===== config.mk =====
export PLATFORM = sky130hd
export DESIGN_NAME = multichannel_debounce
export DESIGN_NICKNAME = d
export VERILOG_FILES = /design/src/rtl/multichannel_debounce_pkg.sv /design/src/rtl/multichannel_debounce_channel.sv /design/src/rtl/multichannel_debounce.sv
export SDC_FILE = /design/constraint.sdc
export NUM_CORES = 1
export LEC_CHECK = 0
export ABC_AREA = 1
export CAP_MARGIN = 20
export CORE_MARGIN = 2
export CORE_UTILIZATION = 38
export DETAILED_ROUTE_END_ITERATION = 8
export PLACE_DENSITY = 0.67
export SLEW_MARGIN = 20
export SYNTH_ARGS = -nofsm -noshare
export SYNTH_HDL_FRONTEND = slang
export SYNTH_SLANG_ARGS = --single-unit

===== constraint.sdc =====
create_clock -name clock -period 1 [get_ports clock]
set_input_delay 0.2 -clock clock [delete_from_list [all_inputs] [get_ports clock]]
set_output_delay 0.2 -clock clock [all_outputs]
set_load 0.03 [all_outputs]

===== src/rtl/multichannel_debounce_pkg.sv =====
// -----------------------------------------------------------------------------
// multichannel_debounce_pkg
//
// Purpose:
//   Shared constants and helpers for the multichannel debouncer: a constant
//   clog2 function, a counter-width helper, default debounce/hold lengths and
//   the counter widths those defaults imply.
//
// Contents:
//   DEFAULT_DEBOUNCE_CYCLES  default number of differing samples to accept a change
//   DEFAULT_HOLD_CYCLES      default long-press length in cycles
//   clog2(value)             ceil(log2(value)), 0 for value <= 1
//   cnt_width(max_count)     bits needed to hold 0..max_count, never below 1
//   DEFAULT_DEB_CNT_W        debounce counter width for the default length
//   DEFAULT_HOLD_CNT_W       hold counter width for the default length
// -----------------------------------------------------------------------------
package multichannel_debounce_pkg;

    localparam int DEFAULT_DEBOUNCE_CYCLES = 20;
    localparam int DEFAULT_HOLD_CYCLES     = 1000;

    function automatic int clog2(input int value);
        int result;
        int remaining;
        result    = 0;
        remaining = value - 1;
        while (remaining > 0) begin
            result    = result + 1;
            remaining = remaining >> 1;
        end
        return result;
    endfunction

    // Counters are sized to reach max_count itself, hence the +1.
    function automatic int cnt_width(input int max_count);
        int width;
        width = clog2(max_count + 1);
        return (width < 1) ? 1 : width;
    endfunction

    localparam int DEFAULT_DEB_CNT_W  = cnt_width(DEFAULT_DEBOUNCE_CYCLES);
    localparam int DEFAULT_HOLD_CNT_W = cnt_width(DEFAULT_HOLD_CYCLES);

endpackage


===== src/rtl/multichannel_debounce_channel.sv =====
// -----------------------------------------------------------------------------
// multichannel_debounce_channel
//
// Purpose:
//   One debounce channel: a SYNC_DEPTH-flop synchronizer, polarity
//   correction, a counter-based debouncer that accepts a change after
//   DEBOUNCE_CYCLES consecutive differing samples, registered one-cycle
//   rose/fell/changed pulses and, when MULTICHANNEL_DEBOUNCE_HOLD_DETECT_EN
//   is defined, a long-press (held) detector.
//
// Ports:
//   clock         in   system clock, posedge
//   reset         in   asynchronous active-low reset
//   raw           in   asynchronous raw input
//   state         out  debounced active level (after polarity)
//   rose          out  one-cycle pulse on state 0->1
//   fell          out  one-cycle pulse on state 1->0
//   changed       out  rose | fell, registered
//   changed_next  out  value changed will take on the next edge (for the
//                      parent's combined any_changed register)
//   held          out  one-cycle long-press pulse, 0 without the hold macro
//
// Macro:
//   MULTICHANNEL_DEBOUNCE_HOLD_DETECT_EN  enables the hold counter
// -----------------------------------------------------------------------------
module multichannel_debounce_channel
    import multichannel_debounce_pkg::*;
#(
    parameter int   SYNC_DEPTH      = 2,
    parameter int   DEBOUNCE_CYCLES = DEFAULT_DEBOUNCE_CYCLES,
    parameter int   HOLD_CYCLES     = DEFAULT_HOLD_CYCLES,
    parameter logic POLARITY        = 1'b0
) (
    input  logic clock,
    input  logic reset,
    input  logic raw,
    output logic state,
    output logic rose,
    output logic fell,
    output logic changed,
    output logic changed_next,
    output logic held
);

    localparam int CNT_W = cnt_width(DEBOUNCE_CYCLES);
    localparam logic [CNT_W-1:0] CNT_LAST = CNT_W'(DEBOUNCE_CYCLES - 1);

    if (SYNC_DEPTH < 2 || DEBOUNCE_CYCLES < 1 || HOLD_CYCLES < 1) begin : g_bad_params
        $error("multichannel_debounce_channel: SYNC_DEPTH>=2, DEBOUNCE_CYCLES>=1, HOLD_CYCLES>=1 required");
    end

    logic [SYNC_DEPTH-1:0] sync_q, sync_d;
    logic [CNT_W-1:0]      cnt_q, cnt_d;
    logic                  state_q, state_d;
    logic                  rose_q, rose_d;
    logic                  fell_q, fell_d;
    logic                  changed_q, changed_d;
    logic                  sample;

    // Synchronizer shifts toward the MSB; the MSB is the settled sample.
    // Polarity is removed here so everything downstream works in "active" terms.
    always_comb begin
        sync_d = {sync_q[SYNC_DEPTH-2:0], raw};
        sample = sync_q[SYNC_DEPTH-1] ^ POLARITY;
    end

    // Debounce: any sample that agrees with the current state restarts the
    // count, so only an unbroken run of DEBOUNCE_CYCLES differing samples is
    // accepted. The count never passes CNT_LAST because acceptance clears it.
    always_comb begin
        state_d = state_q;
        cnt_d   = cnt_q;
        rose_d  = 1'b0;
        fell_d  = 1'b0;
        if (sample == state_q) begin
            cnt_d = '0;
        end else if (cnt_q == CNT_LAST) begin
            state_d = sample;
            cnt_d   = '0;
            rose_d  = sample;
            fell_d  = ~sample;
        end else begin
            cnt_d = cnt_q + 1'b1;
        end
        changed_d = rose_d | fell_d;
    end

    // Sync flops reset to the inactive raw level so no spurious edge is seen
    // after reset release.
    always_ff @(posedge clock or negedge reset) begin
        if (!reset) begin
            sync_q    <= {SYNC_DEPTH{POLARITY}};
            cnt_q     <= '0;
            state_q   <= 1'b0;
            rose_q    <= 1'b0;
            fell_q    <= 1'b0;
            changed_q <= 1'b0;
        end else begin
            sync_q    <= sync_d;
            cnt_q     <= cnt_d;
            state_q   <= state_d;
            rose_q    <= rose_d;
            fell_q    <= fell_d;
            changed_q <= changed_d;
        end
    end

    assign state        = state_q;
    assign rose         = rose_q;
    assign fell         = fell_q;
    assign changed      = changed_q;
    assign changed_next = changed_d;

`ifdef MULTICHANNEL_DEBOUNCE_HOLD_DETECT_EN
    localparam int HOLD_W = cnt_width(HOLD_CYCLES);
    localparam logic [HOLD_W-1:0] HOLD_MAX  = HOLD_W'(HOLD_CYCLES);
    localparam logic [HOLD_W-1:0] HOLD_LAST = HOLD_W'(HOLD_CYCLES - 1);

    logic [HOLD_W-1:0] hold_cnt_q, hold_cnt_d;
    logic              held_q, held_d;

    // Hold counter saturates at HOLD_MAX, so held fires only on the single
    // HOLD_LAST->HOLD_MAX step and cannot repeat until state drops and the
    // counter is cleared.
    always_comb begin
        hold_cnt_d = hold_cnt_q;
        held_d     = 1'b0;
        if (!state_q || rose_d) begin
            hold_cnt_d = '0;
        end else if (hold_cnt_q != HOLD_MAX) begin
            hold_cnt_d = hold_cnt_q + 1'b1;
            held_d     = (hold_cnt_q == HOLD_LAST);
        end
    end

    always_ff @(posedge clock or negedge reset) begin
        if (!reset) begin
            hold_cnt_q <= '0;
            held_q     <= 1'b0;
        end else begin
            hold_cnt_q <= hold_cnt_d;
            held_q     <= held_d;
        end
    end

    assign held = held_q;
`else
    assign held = 1'b0;
`endif

endmodule


===== src/rtl/multichannel_debounce.sv =====
// -----------------------------------------------------------------------------
// multichannel_debounce
//
// Purpose:
//   CHANNELS independent debounce channels for raw asynchronous inputs, each
//   with its own synchronizer, polarity and debounce counter, plus a single
//   registered any_changed pulse aligned with the per-channel changed pulses.
//
// Ports:
//   clock        in   system clock, posedge
//   reset        in   asynchronous active-low reset
//   raw          in   [CHANNELS] asynchronous raw inputs
//   state        out  [CHANNELS] debounced active level (1 = active)
//   rose         out  [CHANNELS] one-cycle pulse on 0->1
//   fell         out  [CHANNELS] one-cycle pulse on 1->0
//   changed      out  [CHANNELS] rose | fell
//   any_changed  out  OR of changed, same cycle as changed
//   held         out  [CHANNELS] one-cycle long-press pulse
//
// Macro:
//   MULTICHANNEL_DEBOUNCE_HOLD_DETECT_EN  enables long-press detection;
//   without it held is constant 0 and no hold counters exist.
// -----------------------------------------------------------------------------
module multichannel_debounce
    import multichannel_debounce_pkg::*;
#(
    parameter int                  CHANNELS        = 4,
    parameter int                  SYNC_DEPTH      = 2,
    parameter int                  DEBOUNCE_CYCLES = DEFAULT_DEBOUNCE_CYCLES,
    parameter logic [CHANNELS-1:0] POLARITY        = {CHANNELS{1'b0}},
    parameter int                  HOLD_CYCLES     = DEFAULT_HOLD_CYCLES
) (
    input  logic                clock,
    input  logic                reset,
    input  logic [CHANNELS-1:0] raw,
    output logic [CHANNELS-1:0] state,
    output logic [CHANNELS-1:0] rose,
    output logic [CHANNELS-1:0] fell,
    output logic [CHANNELS-1:0] changed,
    output logic                any_changed,
    output logic [CHANNELS-1:0] held
);

    logic [CHANNELS-1:0] changed_next;
    logic                any_changed_q, any_changed_d;

    for (genvar i = 0; i < CHANNELS; i++) begin : g_channel
        multichannel_debounce_channel #(
            .SYNC_DEPTH      (SYNC_DEPTH),
            .DEBOUNCE_CYCLES (DEBOUNCE_CYCLES),
            .HOLD_CYCLES     (HOLD_CYCLES),
            .POLARITY        (POLARITY[i])
        ) u_channel (
            .clock        (clock),
            .reset        (reset),
            .raw          (raw[i]),
            .state        (state[i]),
            .rose         (rose[i]),
            .fell         (fell[i]),
            .changed      (changed[i]),
            .changed_next (changed_next[i]),
            .held         (held[i])
        );
    end

    // OR the channels' next-cycle changed values so the registered result
    // lines up with the registered changed vector.
    always_comb begin
        any_changed_d = |changed_next;
    end

    always_ff @(posedge clock or negedge reset) begin
        if (!reset) begin
            any_changed_q <= 1'b0;
        end else begin
            any_changed_q <= any_changed_d;
        end
    end

    assign any_changed = any_changed_q;

endmodule


==> run_1/congestion.png <==
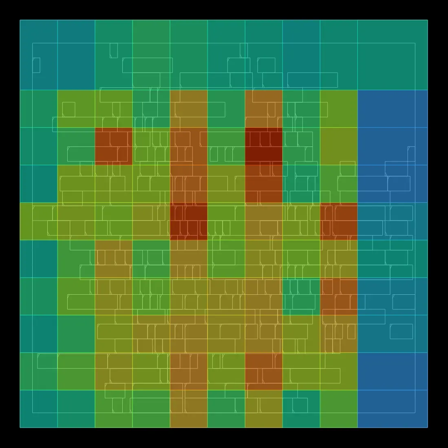
average wire per standard cell: 10.7 um
GR Util All Layers: 13.1%
final core utilization: 56.7%

==> run_1/logic_types.png <==
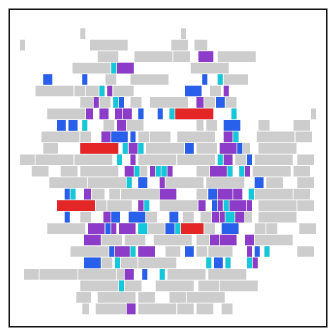
| family | colour | cells | most used |
|---|---|---|---|
| NOR gates | blue | 34 | nor2_1 |
| adder and majority cells | red | 4 | ha_4 |
| NAND gates | purple | 49 | nand2_1 |
| inverters | cyan | 33 | inv_1 |
non-filler cells in the finished layout: 312
most common logic cell in the routed design: sky130_fd_sc_hd__dfrtp_1
combinational share of cell area: 28.1%

==> run_1/layer_met3.png <==
Scale bar: 20 um.
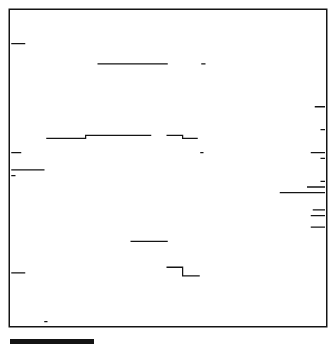
nets with wire on the layer: 18
main direction: horizontal

==> out/metrics.sh, run 1 <==
SETUP_SLACK_ON_THE_WORST_FLOP_TO_FLOP_PATH_NS=-0.13
CLKSLEWWORSTSETUPHOLDPATHS_NS=0.08
ASYNC_FLOP_SHARE_PCT=100
DETAIL_ROUTE.VIAS_PER_CELL=4.23
FINAL_LAYOUT_TOP_LOGIC_CELLS='sky130_fd_sc_hd__dfrtp_1 (45), sky130_fd_sc_hd__inv_1 (26), sky130_fd_sc_hd__buf_4 (25)'
CRITICAL_PATH_DEPTH=2
CELLLEAKAGEPOWER_nW=1.37
CTS.SINK_COUNT=45
GRTUSAGEMET3_PCT=3.75
SYNTH_COMPOUND_GATE_AREA_SHARE_PCT=1.44
HOLD_END='g_channel[3].u_channel.sync_q[0]'
IO_PINS=27
POST_SYNTH_INSTANCE_AREA_SQ_MM=0.00191
SETUP-VIOLATIONS-FINAL=44
WORST_SLACK_NS=-0.173
POST-DP-HPWL_UM=1950
STARTPOINT='g_channel[0].u_channel.state'
VDD.IR_DROP.WORST_uV=700
CLOCK_INSERTION_DELAY_WORST_SKEW_NS=0.30
POST_CTS_HOLD_BUFFER_COUNT=1
CLOCK_TREE_AREA_FRACTION_PCT=3.74
MULTI_INPUT_GATES=105
DRV_CAP=0
WORST_HOLD_STARTPOINT='raw[3]'
YOSYS_MOST_USED_DFF='sky130_fd_sc_hd__dfrtp_1'
START_KIND='register'
PLACE.PORT_BUFFERS=22
DIE-AREA_SQ_MM=0.00562
SETUP_TNS_NS=-2.07
OUTCOME='complete, but fails checks'
USE_MET2_PCT=22.5
CHIPWIDTH_UM=75.0
REPORT.FINAL.SLEW_VIOL_COUNT=0
FIRST_PASS_GRT_WIRE_LENGTH_UM=5370
SYNTHADDERAREAFRAC_PCT=2.61
SYNTH_SEQUENTIAL_AREA_RATIO_PCT=58.8
CTS_ROOT_BUFFER='sky130_fd_sc_hd__clkbuf_8'
CORE_SQ_MM=0.00479
TAPCELLCOUNT=67
REGS_BY_FF_COUNT='g_channel.u_channel.cnt_q: 20 flops, g_channel.u_channel.sync_q: 8 flops'
R2R_END='g_channel[0].u_channel.cnt_q[4]'
POWER_DENSITY_mW_PER_MM2=1290
TIMING.CLOCK.SKEW_NS=0.00550
CRITICAL_PATH.REG2REG.STARTPOINT='g_channel[0].u_channel.state'
POWER_SWITCHING_SHARE_PCT=23.5
FINAL_HOLD_VIOL_COUNT=0
SYNTH_AREA_PER_CELL_SQ_UM=9.57
DESIGN.FINAL.NETS=254
FAILED_CHECKS='setup timing'
POST_CTS_BUFFERS=6
AREA_GROWTH_PCT=41.6
DR_WL_MET2_UM=1710
YOSYSMOSTFREQUENTCELL='sky130_fd_sc_hd__dfrtp_1'
MIN_PATH_TYPE='input port to register'
DR_WL_MET3_UM=115
ENDPOINT='state[0]'
WORSTHOLDPATHCELLS=1
FINAL-NONCLK-BUF-SHARE_PCT=18.8
CTS_TREE='yes'
NUM-NONCLK-BUFFERS=54
ROW_COUNT=25
RSZ0062_AT_GRT='true'
POWER.SHARE.COMBINATIONAL_PCT=10.3
FINAL_DESIGN_AREA_NO_FILL_SQ_MM=0.00271
SYNTH-SIMPLE-AREA-SHARE_PCT=18.5
WORSTPATHARRIVAL_NS=0.97
GRT_UTIL_MET1_PCT=14.2
AREA.COMBINATIONAL_SQ_UM=761
YOSYSTOPAREACELLSHARE_PCT=58.8
NET-SWITCHING-POWER_W=0.000819
--- run 2 (diff from run 1) ---
--- a/config.mk
+++ b/config.mk
@@ -6,7 +6,6 @@
 export NUM_CORES = 1
 export LEC_CHECK = 0
 export ABC_AREA = 1
-export CAP_MARGIN = 20
 export CORE_MARGIN = 2
 export CORE_UTILIZATION = 38
 export DETAILED_ROUTE_END_ITERATION = 8
==> run_2/layer_met2.png <==
Cells faint in the background.
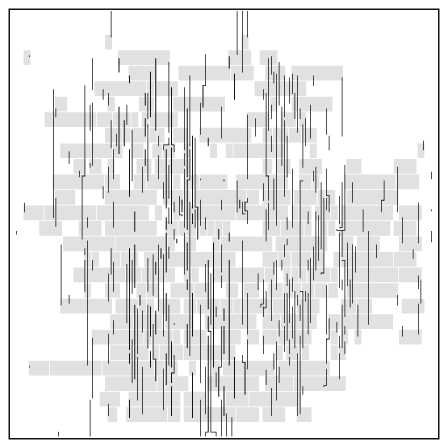
nets with wire on the layer: 215
share of all routed wire: 51%

==> run 2 against run 1 <==
Against the previous run:
- the run still ends with setup timing left
- worst setup slack did not move
- global-route usage did not move
- critical path depth did not move
- wire length did not move
- die area did not move
- clock power barely moved
- via count did not move
- non-clock buffer count did not move
- sequential power barely moved
- largest power group unchanged
- highest routed layer unchanged
==> out/metrics.sh, run 2 <==
POST_CTS_HOLD_BUFFER_COUNT=1  # unchanged
SYNTH_COMPOUND_GATE_AREA_SHARE_PCT=1.44  # unchanged
FINAL_LAYOUT_TOP_LOGIC_CELLS='sky130_fd_sc_hd__dfrtp_1 (45), sky130_fd_sc_hd__inv_1 (26), sky130_fd_sc_hd__buf_4 (25)'
ENDPOINT='state[0]'
SYNTH_SEQUENTIAL_AREA_RATIO_PCT=58.8  # unchanged
MIN_PATH_TYPE='input port to register'
POST_SYNTH_INSTANCE_AREA_SQ_MM=0.00191  # unchanged
SYNTH_AREA_PER_CELL_SQ_UM=9.57  # unchanged
LAYOUT_TOP_CELL_EXCL_FILL_TAP='sky130_fd_sc_hd__dfrtp_1'
ASYNC_FLOP_SHARE_PCT=100  # unchanged
YS_SH_MUX_PCT=0
DESIGN.FINAL.NETS=254  # unchanged
GRT_UTIL_MET1_PCT=14.2  # unchanged
SETUP_SLACK_ON_THE_WORST_FLOP_TO_FLOP_PATH_NS=-0.13  # about the same
REGS_BY_FF_COUNT='g_channel.u_channel.cnt_q: 20 flops, g_channel.u_channel.sync_q: 8 flops'
SETUP_TNS_NS=-2.07  # unchanged
SYNTH-SIMPLE-AREA-SHARE_PCT=18.5  # unchanged
NUM-NONCLK-BUFFERS=54  # unchanged
POST_SYNTH_INST_COUNT=200
CTS.SINK_COUNT=45  # unchanged
CHIPWIDTH_UM=75.0  # unchanged
RSZ0062_AT_GRT='true'
GRTUSAGEMET3_PCT=3.75  # unchanged
POWER.SHARE.COMBINATIONAL_PCT=10.3  # about the same
CLKSLEWWORSTSETUPHOLDPATHS_NS=0.08  # about the same
CTS_ROOT_BUFFER='sky130_fd_sc_hd__clkbuf_8'
YOSYS_MOST_USED_DFF='sky130_fd_sc_hd__dfrtp_1'
POST_CTS_BUFFERS=6  # unchanged
CRITICAL_PATH.REG2REG.STARTPOINT='g_channel[0].u_channel.state'
CORE_SQ_MM=0.00479  # unchanged
CTS_TREE='yes'
TAPCELLCOUNT=67  # unchanged
USE_MET2_PCT=22.5  # unchanged
DRV_CAP=0  # unchanged
IO_PINS=27  # unchanged
STARTPOINT='g_channel[0].u_channel.state'
FINAL_CELLS=312  # unchanged
SETUP-VIOLATIONS-FINAL=44  # unchanged
DETAIL_ROUTE.VIAS_PER_CELL=4.23  # unchanged
WORSTPATHARRIVAL_NS=0.97  # about the same
ROW_COUNT=25  # unchanged
CRITICAL_PATH_DEPTH=2  # unchanged
CELLLEAKAGEPOWER_nW=1.37  # unchanged
POWER_DENSITY_mW_PER_MM2=1290  # unchanged
PLACE.PORT_BUFFERS=22  # unchanged
P_INT_W=0.00267
DIE-AREA_SQ_MM=0.00562  # unchanged
CLOCK_INSERTION_DELAY_WORST_SKEW_NS=0.30  # about the same
YOSYSMOSTFREQUENTCELL='sky130_fd_sc_hd__dfrtp_1'
FAILED_CHECKS='setup timing'
POWER_SWITCHING_SHARE_PCT=23.5  # unchanged
DR_WL_MET3_UM=115  # unchanged
AREA.COMBINATIONAL_SQ_UM=761  # unchanged
WORST_SLACK_NS=-0.173  # unchanged
FINAL-NONCLK-BUF-SHARE_PCT=18.8  # unchanged
FINAL_DESIGN_AREA_NO_FILL_SQ_MM=0.00271  # unchanged
REPORT.FINAL.SLEW_VIOL_COUNT=0  # unchanged
AREA_GROWTH_PCT=41.6  # unchanged
POST-DP-HPWL_UM=1950  # unchanged
HOLD_END='g_channel[3].u_channel.sync_q[0]'
GROUTE.USAGE.OVERALL_PCT=13.1  # unchanged
LAYOUT.CORE_UTILIZATION_PCT=56.7  # unchanged
SYNTHADDERAREAFRAC_PCT=2.61  # unchanged
FIRST_PASS_GRT_WIRE_LENGTH_UM=5370  # unchanged
CLOCK_TREE_AREA_FRACTION_PCT=3.74  # unchanged
YOSYSTOPAREACELLSHARE_PCT=58.8  # unchanged
OUTCOME='complete, but fails checks'
VDD.IR_DROP.WORST_uV=700  # unchanged
TIMING.CLOCK.SKEW_NS=0.00550  # unchanged
R2R_END='g_channel[0].u_channel.cnt_q[4]'
HEAVIEST_POWER_GROUP='registers'
START_KIND='register'
FINAL_HOLD_VIOL_COUNT=0  # unchanged
WORSTHOLDPATHCELLS=1  # unchanged
WORST_HOLD_STARTPOINT='raw[3]'
NET-SWITCHING-POWER_W=0.000819  # unchanged
MULTI_INPUT_GATES=105  # unchanged
DR_WL_MET2_UM=1710  # unchanged
AREA.SHARE.COMBINATIONAL_PCT=28.1  # unchanged
==> run_2/flops_by_reg.png <==
Other sequential cells in the stronger grey, the rest of the logic in the fainter grey.
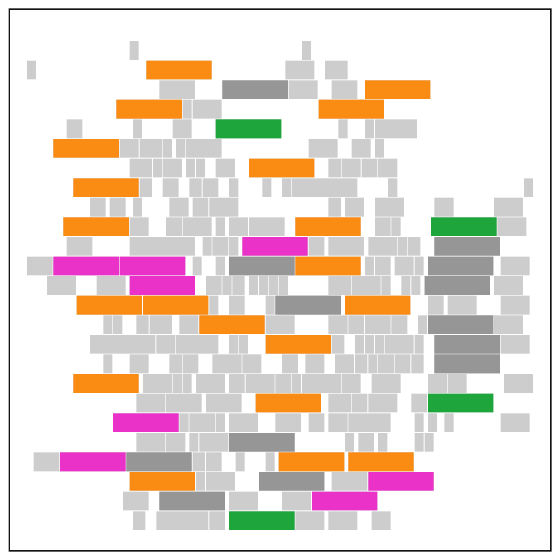
| netlist name | colour | placed flops |
|---|---|---|
| `g_channel.u_channel.sync_q` | magenta | 8 |
| `g_channel.u_channel.fell` | green | 4 |
| `g_channel.u_channel.cnt_q` | orange | 20 |
not coloured: 13
sequential power: 0.00191 W
Seq. cell area: 0.00113 sq mm
sequential cell area share: 41.5%

No activity file was given, so power comes from the tool's default toggle rates.
